### Sequential cells grouped by signal name

Scale bar: 20 um. Other sequential cells in the stronger grey, the rest of the logic in the fainter grey.
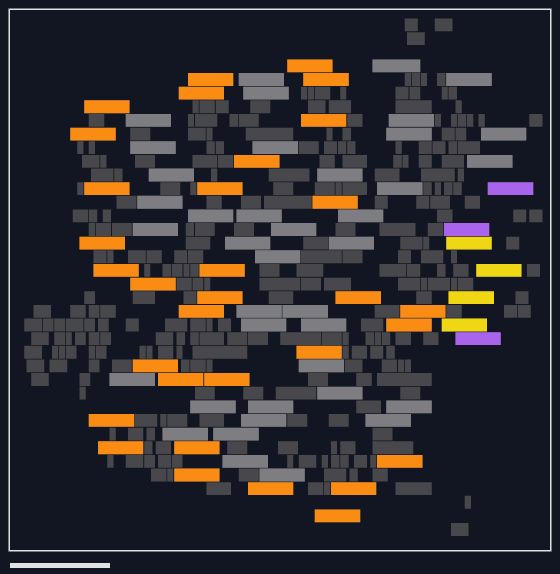
### Clock nets

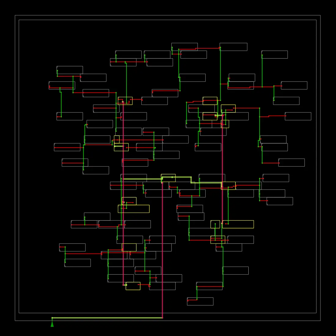
### Close-up of the layout

Window x 7 to 47, y 61 to 101 um. Cells in grey, sequential cells in the stronger grey; small squares are vias.
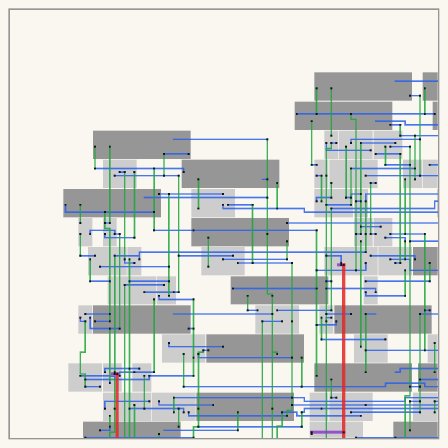
### Metal layers overlaid

Two of the layers only.
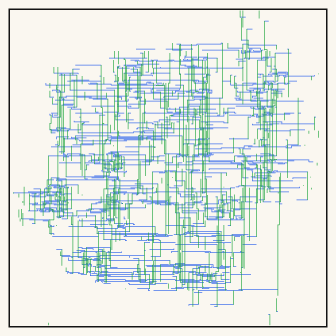
### src/rtl/lru_victim_select.sv
// Per-way saturating age tracker with a one-way-per-cycle oldest-victim search.
// Optional build macro LRU_INVALID_FIRST_EN: the scan stops at the first invalid way.
module lru_victim_select #(
  parameter int WAYS      = 8,
  parameter int AGE_WIDTH = 4,
  parameter int IDX_W     = $clog2(WAYS)
) (
  input  logic                 clk_i,
  input  logic                 reset_i,
  input  logic                 hit_v_i,
  input  logic [IDX_W-1:0]     hit_way_i,
  input  logic                 fill_v_i,
  input  logic [IDX_W-1:0]     fill_way_i,
  input  logic                 inv_v_i,
  input  logic [IDX_W-1:0]     inv_way_i,
  input  logic                 victim_v_i,
  output logic                 victim_ready_o,
  output logic                 victim_v_o,
  output logic [IDX_W-1:0]     victim_way_o,
  output logic [AGE_WIDTH-1:0] victim_age_o,
  input  logic                 victim_yumi_i
);

  localparam logic [AGE_WIDTH-1:0] AMAX = '1;

  typedef enum logic [1:0] {IDLE, SCAN, DONE} state_t;

  state_t               state;
  logic [AGE_WIDTH-1:0] age_q    [WAYS];
  logic [AGE_WIDTH-1:0] snap_age [WAYS];
  logic [WAYS-1:0]      valid_q;
  logic [WAYS-1:0]      snap_valid;
  logic [IDX_W-1:0]     idx;
  logic [AGE_WIDTH-1:0] best_age;
  logic [IDX_W-1:0]     best_way;
  logic [WAYS-1:0]      access;
  logic                 any_access;
  logic                 take_invalid;
  logic                 last_way;

  // A hit and a fill on the same way collapse into a single access.
  always_comb begin
    access = '0;
    for (int w = 0; w < WAYS; w++) begin
      access[w] = (hit_v_i && hit_way_i == IDX_W'(w)) ||
                  (fill_v_i && fill_way_i == IDX_W'(w));
    end
  end

  assign any_access = hit_v_i | fill_v_i;
  assign last_way   = (idx == IDX_W'(WAYS - 1));

`ifdef LRU_INVALID_FIRST_EN
  assign take_invalid = ~snap_valid[idx];
`else
  logic unused_snap_valid;
  assign unused_snap_valid = ^snap_valid;
  assign take_invalid      = 1'b0;
`endif

  always_ff @(posedge clk_i or posedge reset_i) begin
    if (reset_i) begin
      for (int w = 0; w < WAYS; w++) age_q[w] <= '0;
      valid_q <= '0;
    end else begin
      for (int w = 0; w < WAYS; w++) begin
        if (any_access) begin
          if (access[w])
            age_q[w] <= '0;
          else if (age_q[w] != AMAX)
            age_q[w] <= age_q[w] + AGE_WIDTH'(1);
        end
        // Fill takes priority over a same-cycle invalidate of the same way.
        if (fill_v_i && fill_way_i == IDX_W'(w))
          valid_q[w] <= 1'b1;
        else if (inv_v_i && inv_way_i == IDX_W'(w))
          valid_q[w] <= 1'b0;
      end
    end
  end

  // The scan works only on the snapshot, so accesses in flight cannot disturb the result.
  always_ff @(posedge clk_i or posedge reset_i) begin
    if (reset_i) begin
      state          <= IDLE;
      victim_ready_o <= 1'b1;
      victim_v_o     <= 1'b0;
      idx            <= '0;
      best_age       <= '0;
      best_way       <= '0;
      snap_valid     <= '0;
      for (int w = 0; w < WAYS; w++) snap_age[w] <= '0;
    end else begin
      case (state)
        IDLE: begin
          if (victim_v_i) begin
            state          <= SCAN;
            victim_ready_o <= 1'b0;
            snap_age       <= age_q;
            snap_valid     <= valid_q;
            idx            <= '0;
            best_age       <= '0;
            best_way       <= '0;
          end
        end
        SCAN: begin
          if (take_invalid) begin
            best_age   <= snap_age[idx];
            best_way   <= idx;
            state      <= DONE;
            victim_v_o <= 1'b1;
          end else begin
            if (snap_age[idx] >= best_age) begin
              best_age <= snap_age[idx];
              best_way <= idx;
            end
            if (last_way) begin
              state      <= DONE;
              victim_v_o <= 1'b1;
            end else begin
              idx <= idx + IDX_W'(1);
            end
          end
        end
        DONE: begin
          if (victim_yumi_i) begin
            state          <= IDLE;
            victim_v_o     <= 1'b0;
            victim_ready_o <= 1'b1;
          end
        end
        default: state <= IDLE;
      endcase
    end
  end

  assign victim_way_o = best_way;
  assign victim_age_o = best_age;

endmodule
### config.mk
export PLATFORM = sky130hd
export DESIGN_NAME = lru_victim_select
export DESIGN_NICKNAME = d
export VERILOG_FILES = /design/src/rtl/lru_victim_select.sv
export SDC_FILE = /design/constraint.sdc
export NUM_CORES = 1
export LEC_CHECK = 0
export CAP_MARGIN = 30
export CORE_UTILIZATION = 34
export CTS_CLUSTER_SIZE = 12
export DETAILED_ROUTE_END_ITERATION = 8
export REMOVE_ABC_BUFFERS = 1
export SKIP_LAST_GASP = 1
export SLEW_MARGIN = 25
export SYNTH_ARGS = -nofsm -noshare
export SYNTH_HDL_FRONTEND = slang
export SYNTH_SLANG_ARGS = --single-unit
### constraint.sdc
create_clock -name clk_i -period 2.89 [get_ports clk_i]
set_clock_uncertainty 0.15 [all_clocks]
set_input_delay 0.7225 -clock clk_i [delete_from_list [all_inputs] [get_ports clk_i]]
set_output_delay 0.7225 -clock clk_i [all_outputs]
set_load 0.1 [all_outputs]
==> flow_metrics.env <==
# implementation run metrics
export IMPL_edf_count=0
export IMPL_clock_root_buffer="clkbuf_8"
export IMPL_p_per_area_mw_per_mm2=1173
export IMPL_ff_type="dfrtp_1"
export IMPL_r2r_cells=8
export IMPL_gp_congestion=0.7830
export IMPL_setup_worst_path_end_class="register"
export IMPL_cpMaxStageDelayCell="mux4_1"
export IMPL_use_met1=0.1914
export IMPL_worstPathArrival_ps=2880
export IMPL_power_internal_mw=3.210
export IMPL_ys_sh_mux=0.1808
export IMPL_adder_share=0.04611
export IMPL_initCoreUtil=0.3504
export IMPL_cts_setup_buffers=0
export IMPL_critical_path_endpoint="victim_way_o[0]"
export IMPL_rows=38
export IMPL_top_cells_by_count="77 x dfrtp_1, 36 x nor2_1, 28 x mux2_2"
export IMPL_instances_no_fill=489
export IMPL_p_seq_frac=0.395
export IMPL_cp_max_fo=8
export IMPL_min_delay_start="snap_age[11]"
export IMPL_ys_cells=315
export IMPL_grt_met2_usage=0.2157
export IMPL_grt_pass1_wl_um=12360
export IMPL_netlist_area_mm2=0.003799
export IMPL_drt_met1_wl_um=3646
export IMPL_clockBufferDepth=2
export IMPL_synth_comb_largest_family="multiplexers"
export IMPL_nMultiInputCombCells=220
export IMPL_met3_length_um=257
export IMPL_drv_slew=0
export IMPL_final_nonclk_buf_share=0.06038
export IMPL_yosys_area_mm2=0.003799
export IMPL_numPlacedInstances=473
export IMPL_top_cell_area_share=0.5072
export IMPL_grt_overflow_total=0
export IMPL_final_hold_viol_count=0
export IMPL_layout_top_cell="dfrtp_1"
export IMPL_path_depth=8
export IMPL_p_comb_frac=0.426
export IMPL_top_area_cell="dfrtp_1"
export IMPL_rrSetupSlack_ps=150
export IMPL_switchingPower_mw=1.993
export IMPL_comb_share=0.4004
export IMPL_drc=0
export IMPL_n_all_buffers=27
export IMPL_seq_power_mw=2.05
export IMPL_max_freq_mhz=364.3
export IMPL_peakVddDrop_mv=0.7741
export IMPL_dr_pass1_iters=4
export IMPL_area_growth_pct=16.73
export IMPL_port_buffers=20
export IMPL_status="finished, final reports clean"
export IMPL_num_nonclk_inverters=8
export IMPL_ys_seq_share=0.5142
export IMPL_synthCells=315
export IMPL_grt_antenna_before_repair=0
export IMPL_crit_required_ps=3020
export IMPL_cp_start_kind="register"
export IMPL_synth_cell_types=41
export IMPL_cts_tree="done"
export IMPL_met2WireLength_um=3328
export IMPL_ys_warn_count=0
export IMPL_lay_top_cells="77 x dfrtp_1, 35 x nor2_1, 28 x mux2_2"
export IMPL_hold_depth=1
export IMPL_via_per_inst=4.982
export IMPL_period_used=0.9497
export IMPL_die_area_mm2=0.01160
export IMPL_most_common_cell="dfrtp_1"
export IMPL_crit_chain="buf_12 -> mux4_1 -> mux2_4 -> ha_1 -> o211ai_1 -> o21ai_2 -> nor3b_4 -> a22o_1"
export IMPL_setup_tns_ps=0
export IMPL_worst_slew_pin_slew_ps=785.8
export IMPL_core_mm2=0.01084
export IMPL_warnings=29
export IMPL_critPathKind="reg -> reg"
export IMPL_grt_max_degree=43
export IMPL_n_fill_cell=1059
export IMPL_max_cap_violations=0
export IMPL_cts_num_sinks=78
export IMPL_seq_share=0.4405
export IMPL_hold_buffers=0
export IMPL_total_power_mw=5.203
export IMPL_leakagePower_nw=1.983
export IMPL_chipWidth_um=107.7
export IMPL_aoi_share=0.05896
export IMPL_top_cells_by_area="dfrtp_1 51%, mux2_2 8.3%, ha_1 4.6%"
export IMPL_dominant_cells="sequential cells"
export IMPL_r2r_start="idx[0]"
export IMPL_ys_ff=78
export IMPL_fin_crit_ps=2745
export IMPL_whs_endpoint="snap_age[11]"
export IMPL_ys_sh_simple=0.1242
export IMPL_top_layer_used="met4"
export IMPL_drt_iter0_drc=77
export IMPL_final_comb_area_mm2=0.001775
export IMPL_holdWs_ps=353.5
export IMPL_syn_area_per_cell_um2=12.06
export IMPL_combinationalPower_mw=2.22
export IMPL_sw_frac_of_total=0.3831
export IMPL_rr_endpoint="victim_way_o[0]"
-- 'Sequential cells grouped by signal name' (at the start) --
`age_q` -> orange  # sequential cells 32
`victim_age_o` -> yellow  # sequential cells 4, where east
`victim_way_o` -> purple  # sequential cells 3
not coloured = 39

-- 'Clock nets' (at the start) --
clk pwr: 933 uW
CTS Buf Count: 9
clk latency late pin: 350 ps

-- 'Close-up of the layout' (at the start) --
met2 -> green
met3 -> purple
met1 -> blue
met4 -> red
cells with their middle in the window = 50
sequential cells in the window = 13
most frequent = dfrtp_1 (13), nor2_1 (8)
netlist names of flops here include = `age_q` (7), `snap_age` (6)

-- 'Metal layers overlaid' (at the start) --
met2 -> green  # wire length 3330 um
met1 -> blue  # wire length 3650 um
total vias in the final route: 2436
DR WL/cell: 15.20 um
Global Route Usage Sum: 0.1417
WL final: 7432 um

Power and IR drop assume default switching activity.
